## config.mk

```make
export PLATFORM = sky130hd
export DESIGN_NAME = edge_detector_bank
export DESIGN_NICKNAME = d
export VERILOG_FILES = /design/src/rtl/edge_detector_pkg.sv /design/src/rtl/edge_filter_ch.sv /design/src/rtl/edge_detector_bank.sv
export SDC_FILE = /design/constraint.sdc
export NUM_CORES = 1
export LEC_CHECK = 0
export ABC_AREA = 1
export CAP_MARGIN = 15
export CORE_AREA = 5 5 63 87
export CTS_CLUSTER_DIAMETER = 150
export DETAILED_ROUTE_END_ITERATION = 6
export DIE_AREA = 0 0 68 92
export GPL_ROUTABILITY_DRIVEN = 0
export MAX_ROUTING_LAYER = met4
export PLACE_DENSITY = 0.78
export SYNTH_ARGS = -nofsm -noshare
export SYNTH_HDL_FRONTEND = slang
export SYNTH_SLANG_ARGS = --single-unit
```

## constraint.sdc

```tcl
create_clock -name clk -period 1.8 [get_ports clk]
set_input_delay 0.54 -clock clk [delete_from_list [all_inputs] [get_ports clk]]
set_output_delay 0.54 -clock clk [all_outputs]
set_load 0.01 [all_outputs]
```

## src/rtl/edge_detector_pkg.sv

```systemverilog
// Shared definitions for the edge detector family: default parameters and
// the debounce counter width helper.
package edge_detector_pkg;

  localparam int unsigned DEF_WIDTH       = 8;
  localparam int unsigned DEF_SYNC_STAGES = 2;
  localparam int unsigned DEF_DEBOUNCE    = 4;

  // Counter must hold values 0..debounce-1; one spare code keeps debounce=1 legal.
  function automatic int unsigned cnt_w(input int unsigned debounce);
    return $clog2(debounce + 1);
  endfunction

endpackage

```

## src/rtl/edge_filter_ch.sv

```systemverilog
// One edge detector channel: input synchroniser, debounce counter,
// accepted level and registered rise/fall pulses.
module edge_filter_ch
  import edge_detector_pkg::*;
#(
  parameter int unsigned SYNC_STAGES = DEF_SYNC_STAGES,
  parameter int unsigned DEBOUNCE    = DEF_DEBOUNCE
) (
  input  logic clk,
  input  logic rst,
  input  logic sig,
  output logic level,
  output logic rise,
  output logic fall
);

  localparam int unsigned          CNT_W   = cnt_w(DEBOUNCE);
  localparam logic [CNT_W-1:0]     CNT_MAX = CNT_W'(DEBOUNCE - 1);

  logic             s;
  logic [CNT_W-1:0] cnt;

  generate
    if (SYNC_STAGES == 0) begin : g_nosync
      assign s = sig;
    end else begin : g_sync
      logic [SYNC_STAGES-1:0] sync_q;

      // Shift chain; the cast drops the oldest sample off the top.
      always_ff @(posedge clk) begin
        if (rst) sync_q <= '0;
        else     sync_q <= SYNC_STAGES'({sync_q, sig});
      end

      assign s = sync_q[SYNC_STAGES-1];
    end
  endgenerate

  // Accept a new level only after DEBOUNCE consecutive differing samples.
  always_ff @(posedge clk) begin
    if (rst) begin
      cnt   <= '0;
      level <= 1'b0;
      rise  <= 1'b0;
      fall  <= 1'b0;
    end else begin
      rise <= 1'b0;
      fall <= 1'b0;
      if (s == level) begin
        cnt <= '0;
      end else if (cnt == CNT_MAX) begin
        cnt   <= '0;
        level <= s;
        rise  <= s;
        fall  <= ~s;
      end else begin
        cnt <= cnt + CNT_W'(1);
      end
    end
  end

endmodule

```

## src/rtl/edge_detector_bank.sv

```systemverilog
// Multi-channel debounced edge detector with aggregate event flag.
// Optional sticky event flags enabled by EDGE_DETECTOR_BANK_STICKY_EN.
module edge_detector_bank
  import edge_detector_pkg::*;
#(
  parameter int unsigned WIDTH       = DEF_WIDTH,
  parameter int unsigned SYNC_STAGES = DEF_SYNC_STAGES,
  parameter int unsigned DEBOUNCE    = DEF_DEBOUNCE
) (
  input  logic             clk,
  input  logic             rst,
  input  logic [WIDTH-1:0] sig,
  output logic [WIDTH-1:0] level,
  output logic [WIDTH-1:0] rise,
  output logic [WIDTH-1:0] fall,
  output logic             any
`ifdef EDGE_DETECTOR_BANK_STICKY_EN
  ,
  input  logic [WIDTH-1:0] clr,
  output logic [WIDTH-1:0] sticky_rise,
  output logic [WIDTH-1:0] sticky_fall
`endif
);

  generate
    for (genvar i = 0; i < WIDTH; i++) begin : g_ch
      edge_filter_ch #(
        .SYNC_STAGES (SYNC_STAGES),
        .DEBOUNCE    (DEBOUNCE)
      ) u_ch (
        .clk   (clk),
        .rst   (rst),
        .sig   (sig[i]),
        .level (level[i]),
        .rise  (rise[i]),
        .fall  (fall[i])
      );
    end
  endgenerate

  always_ff @(posedge clk) begin
    if (rst) any <= 1'b0;
    else     any <= |(rise | fall);
  end

`ifdef EDGE_DETECTOR_BANK_STICKY_EN
  // Set has priority over clear so no event is lost.
  always_ff @(posedge clk) begin
    if (rst) begin
      sticky_rise <= '0;
      sticky_fall <= '0;
    end else begin
      sticky_rise <= (sticky_rise & ~clr) | rise;
      sticky_fall <= (sticky_fall & ~clr) | fall;
    end
  end
`endif

endmodule

```

==> impl_metrics.toml, run 1 <==
# physical design summary
[global_route]
grt_max_degree = 26
antenna_found_initial = 0
grt.total_usage = 0.137
grt_pass1_wl_microns = 6200

[final_layout]
syn_to_final_growth_pct = 18.2
final_util = 0.633
n_antenna_cell = 0
logic_area_sq_um = 734
lay_top_cells = "dfxtp_1 (64), inv_1 (50), nor2_1 (50)"
regArea_sq_um = 1300
drive_above_1_share = 0.0868
mostFrequentLayoutCell = "dfxtp_1"
fin_nets = 309

[synth]
topCellsByArea = "dfxtp_1 (54%), ha_1 (8.2%), buf_4 (7.7%)"
top_area_frac = 0.536
synth_seq_share = 0.536
ys_seq_elements = 65
ys_chip_area_sq_um = 2430
syn_inst = 263
synth_cell_types = 18
ys.warnings.count = 0

[drt]
dr.pass1.iters = 4
met2_length_microns = 1860
top_layer = "met4"
wl_met1_microns = 1550
viasPerCell = 4.58
drtAntennaViolNets = 0
route.met3.wl_microns = 217
wl_per_cell_microns = 10.7
drcViolationCount = 0
first_iter_violations = 98

[floorplan]
fp_util = 0.535
core_sq_um = 4540
num_io_pins = 35
die_w_microns = 68
die_h_microns = 92

[placement]
portBuffers = 34
dp_hpwl_microns = 2620

[critical_path]
slowest_stage = "clkdlybuf4s50_1"
cp_data_arrival_time_ps = 1210
reg2reg_slack_ps = 610
critPathMaxStageDelay_ps = 540
r2r_end = "g_ch[1].u_ch.cnt[2]$_SDFF_PP0_"
r2r_start = "g_ch[1].u_ch.cnt[0]$_SDFF_PP0_"
cp_max_fo = 2
crit_required_ps = 1260
critPathKind = "flop to output port"
start_kind = "flop"
crit_family = "buffers and inverters"

[hold_path]
hold_path.class = "flop to flop"
worstHoldEndpoint = "g_ch[3].u_ch.g_sync.sync_q[1]$_SDFF_PP0_"
min_from = "g_ch[3].u_ch.g_sync.sync_q[0]$_SDFF_PP0_"
hold_depth = 2

[status]
status = "finished clean"

[run]
warnings = 26
maxCapViolCount = 0

[cts]
clock_latency_ps = 330
hold_buffers = 0
cts_root_buf = "clkbuf_8"
clock-sinks = 65
numCtsBuffers = 9
path_clk_slew_ps = 60

[power]
internal_power_w = 0.00228
power.leakage_nw = 1.27
switchingPower_w = 0.000554
clkPwrFrac = 0.451
power_w = 0.00283
swShare = 0.195
ir_drop_uv = 578

[final_timing]
max_freq_mhz = 572
period_needed_ps = 1750
## run 1: routing by layer
metal	GRT usage	vias to the layer above
met5	-	-
met4	0.104	0
met3	0.0293	10
met2	0.220	51
met1	0.140	703
li1	-	840
## run 1: cell type report
cell class	count	area share
Multi-Input combinational cell	121	0.256
Inverter	50	0.0654
Clock buffer	13	0.0484
Clock inverter	3	0.0227
Sequential cell	65	0.454
Timing Repair Buffer	36	0.126
Tap cell	62	0.0270
## run 1: per-stage QoR
stage          area, sq um  setup WS (ps)  instances
2_1_floorplan         2430            761        263
3_3_place_gp          2670            120        334
3_5_place_dp          2670           53.3        334
4_1_cts               2860           27.2        350
5_1_grt               2870          0.361        350
6_report              2870           51.2        350
## run 1: cells in the mapped netlist
cell	n
a21oi_1	10
a21oi_2	5
and3_1	7
buf_2	1
buf_4	25
buf_6	1
dfxtp_1	65
ha_1	16
inv_1	50
nand2_1	7
nand3_1	1
nand4_1	1
nor2_1	50
nor3_1	2
nor4_1	7
o211ai_1	2
o211ai_2	5
o21ai_0	8
## run 1: worst max-delay path by stage
stage                                               start                              to  slack, ps  cells past startpoint
after floorplan           g_ch[0].u_ch.level$_SDFFE_PP0P_                        level[0]        760                      1
after global placement                                rst  g_ch[7].u_ch.cnt[0]$_SDFF_PP0_        120                      5
after detailed placement                              rst  g_ch[2].u_ch.cnt[1]$_SDFF_PP0_         50                      5
after CTS                    g_ch[1].u_ch.fall$_SDFF_PP0_                         fall[1]         30                      1
after global routing         g_ch[5].u_ch.rise$_SDFF_PP0_                         rise[5]        0.4                      1
final                        g_ch[1].u_ch.rise$_SDFF_PP0_                         rise[1]         50                      1
## run 1: cells by family after synthesis
family,after synthesis,share of synthesized area
buffers and inverters,77,0.161
adder cells (fa/ha/maj),16,0.0825
flip-flops,65,0.536
AND/OR/NAND/NOR,75,0.133
AND-OR/OR-AND,30,0.0871
## run 1: state kept, by name, summed over array words and instances (netlist names)
signal                   flops
g_ch.u_ch.cnt               24
g_ch.u_ch.g_sync.sync_q     16
g_ch.u_ch.fall               8
g_ch.u_ch.rise               8
any                          1
g_ch.u_ch.level              8
## run 1: tightest hold or removal path, cell delays in order, from the launching register on
cell	delay, ps
dfxtp_1	300
inv_1	40
nor2_1	30
## run 1: power by group through the flow
stage	clock network [W]	registers, W	logic, W
2_1_floorplan	0	0.00150	0.0000482
3_3_place_gp	0	0.00151	0.0000788
3_5_place_dp	0	0.00151	0.0000811
4_1_cts	0.00129	0.00148	0.0000821
5_1_grt	0.00136	0.00148	0.0000913
6_report	0.00128	0.00148	0.0000805
**Run 1: signal wires on met1**

Supply wires on this layer in gray.
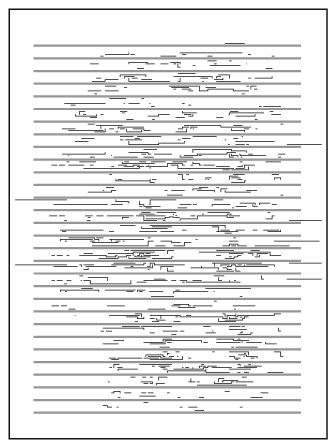
- longest straight run: 16.1 microns
- main direction: horizontal
met1 usage: 0.140
Detailed Route WL: 3760 microns

**Run 1: signal wires on met2**

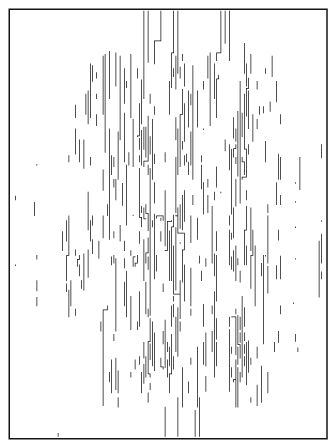
- longest straight run: 31.6 microns
- nets with wire on the layer: 248
- wire length on this layer: 1,860 microns
- main direction: vertical
GR met2 Demand/Resource: 0.220
vias: 1,604

**Run 1: M3 wires**

The bar under the picture is 20 microns long. Cells faint in the background.
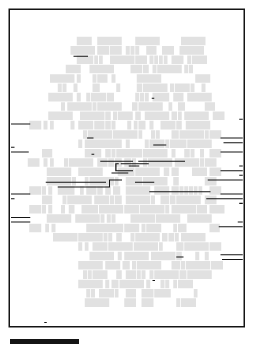
- nets with wire on the layer: 31
- wire length on this layer: 218 microns
- longest straight run: 17.5 microns
- main direction: horizontal
- share of all routed wire: 5.8%
met3 Resource Use GR: 0.0293

**Run 1: clock nets**

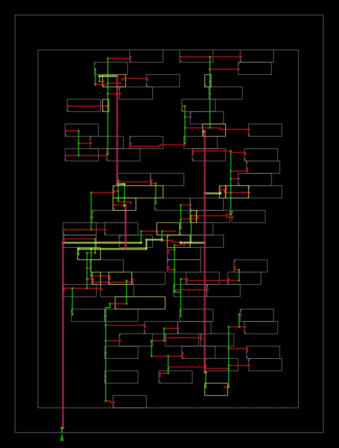
clkbuf count: 13
final sequential cell count: 65

## Run 2: what changed since run 1
--- a/config.mk
+++ b/config.mk
@@ -8,7 +8,7 @@
 export ABC_AREA = 1
 export CAP_MARGIN = 15
 export CORE_AREA = 5 5 63 87
-export CTS_CLUSTER_DIAMETER = 150
+export CTS_CLUSTER_DIAMETER = 200
 export DETAILED_ROUTE_END_ITERATION = 6
 export DIE_AREA = 0 0 68 92
 export GPL_ROUTABILITY_DRIVEN = 0
**Run 2: gate families picked out**

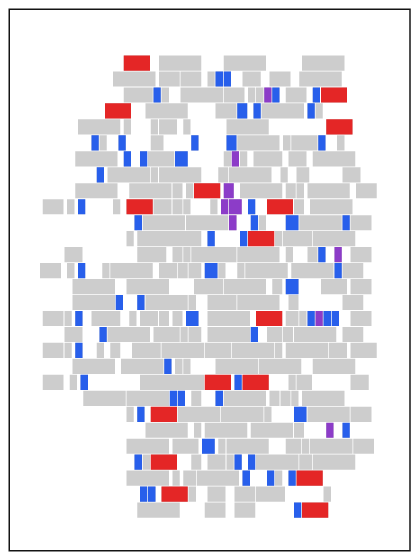
- purple: NAND gates (cells 9; most used nand2_1)
- blue: NOR gates (cells 59; most used nor2_1)
- red: adder and majority cells (cells 16; most used ha_1)
logic share of the area: 0.256
most numerous logic cell after layout: dfxtp_1
Finished Layout Cells: 350

==> run 2 against run 1 <==
Total power stayed put. Largest power group unchanged. Hold slack stayed put. Core utilization stayed put. Area after synthesis stayed put. Setup slack stayed put.
==> impl_metrics.toml, run 2 <==
# physical design summary
[status]
status = "finished clean"

[final_layout]
largest_reg_flops = 24
syn_to_final_growth_pct = 18.2
fin_nets = 309
regMostFlops = "g_ch.u_ch.cnt"
reg_top3 = "g_ch.u_ch.cnt x24, g_ch.u_ch.g_sync.sync_q x16"
n_antenna_cell = 0
lay_top_cells = "dfxtp_1 (64), inv_1 (50), nor2_1 (50)"
drive_above_1_share = 0.0868

[global_route]
grt.total_usage = 0.137
grt_max_degree = 26
antenna_found_initial = 0

[floorplan]
num_io_pins = 35
die_h_microns = 92
die_w_microns = 68
fp_util = 0.535

[synth]
flop_cell = "dfxtp_1"
synthTopCellsByCount = "dfxtp_1 (65), inv_1 (50), nor2_1 (50)"
ys_chip_area_sq_um = 2430
edf_count = 0
ys.warnings.count = 0
synth_cell_types = 18
top_area_frac = 0.536
syn_inst = 263
ys_seq_elements = 65
async_flop_share = 0
synth_seq_share = 0.536
topCellsByArea = "dfxtp_1 (54%), ha_1 (8.2%), buf_4 (7.7%)"

[hold_path]
hold_path.class = "flop to flop"

[drt]
viasPerCell = 4.58
first_iter_violations = 98
wl_per_cell_microns = 10.7
drtAntennaViolNets = 0
dr.pass1.iters = 4
drcViolationCount = 0
routed_wl_microns = 3760
via_count = 1604

[power]
power.leakage_nw = 1.27
ir_drop_uv = 578

[critical_path]
reg2reg_slack_ps = 610
start_kind = "flop"
cp_max_fo = 2
critPathKind = "flop to output port"
slowest_stage = "clkdlybuf4s50_1"
crit_required_ps = 1260
cp_data_arrival_time_ps = 1210
worst_setup_path_end_kind = "output port"
critPathMaxStageDelay_ps = 540

[run]
maxCapViolCount = 0
warnings = 26

[cts]
cts_root_buf = "clkbuf_8"
clock_latency_ps = 330
clock-sinks = 65
path_clk_slew_ps = 60
numCtsBuffers = 9

[final_timing]
max_freq_mhz = 572
period_needed_ps = 1750
slew-limit-headroom = 0.775

[placement]
dp_slack_ps = 53.3
dp_hpwl_microns = 2620
portBuffers = 34
## run 2: cell counts after synthesis
No cell type changed its count.
## run 2: layout make-up
type | instances | area, sq um
clock buffers | 13 | 139
fillers | 382 | 1670
multi-input cells | 121 | 734
clock inverters | 3 | 65.1
well taps | 62 | 77.6
inverters | 50 | 188
repair buffers | 36 | 363
flip-flops and latches | 65 | 1300
## run 2: cells by family (layout without fill, tap and decap cells)
group,count (synthesis),after routing,synth area share
buffers and inverters,77,102,0.161
AOI/OAI and AO/OA,30,30,0.0871
and+or+nand+nor,75,75,0.133
adders and majority gates,16,16,0.0825
DFF,65,65,0.536
## run 2: repair_timing
item | CTS | global route
setup endpoints to repair | 8 | 2
resized | 9 | 2
cloned | 0 | 0
## run 2: final timing paths
kind | cells past startpoint | startpoint | endpoint
setup reg to reg | 5 | g_ch[1].u_ch.cnt[0]$_SDFF_PP0_ | g_ch[1].u_ch.cnt[2]$_SDFF_PP0_
setup / recovery | 1 | g_ch[1].u_ch.rise$_SDFF_PP0_ | rise[1]
hold reg to reg | 2 | g_ch[3].u_ch.g_sync.sync_q[0]$_SDFF_PP0_ | g_ch[3].u_ch.g_sync.sync_q[1]$_SDFF_PP0_
hold / removal | 2 | g_ch[3].u_ch.g_sync.sync_q[0]$_SDFF_PP0_ | g_ch[3].u_ch.g_sync.sync_q[1]$_SDFF_PP0_
## run 2: power by group
| group | leakage, nW | switching, W | internal [W] |
|---|---|---|---|
| Combinational | 0.639 | 0.0000406 | 0.0000399 |
| Sequential | 0.528 | 0.0000146 | 0.00146 |
| Clock | 0.102 | 0.000499 | 0.000780 |
| Total | 1.27 | 0.000554 | 0.00228 |
## run 2: per-layer routing
| layer | global-route usage | wire length [microns] | vias up |
|---|---|---|---|
| met5 | - | 0 | - |
| li1 | - | - | 840 |
| met3 | 0.0293 | 217 | 10 |
| met1 | 0.140 | 1550 | 703 |
| met2 | 0.220 | 1860 | 51 |
| met4 | 0.104 | 127 | 0 |
## run 2: per-stage QoR
stage / util / total power [W] / area, sq um / instances / hold WS, ps
global placement: 0.588 / 0.00158 / 2670 / 334 / 390
CTS: 0.631 / 0.00285 / 2860 / 350 / 408
global route: 0.633 / 0.00293 / 2870 / 350 / 425
detailed placement: 0.588 / 0.00159 / 2670 / 334 / 398
finish: 0.633 / 0.00283 / 2870 / 350 / 406
floorplan: - / 0.00155 / 2430 / 263 / 388
Power figures rest on the tool's default switching activity, not on a simulated workload.
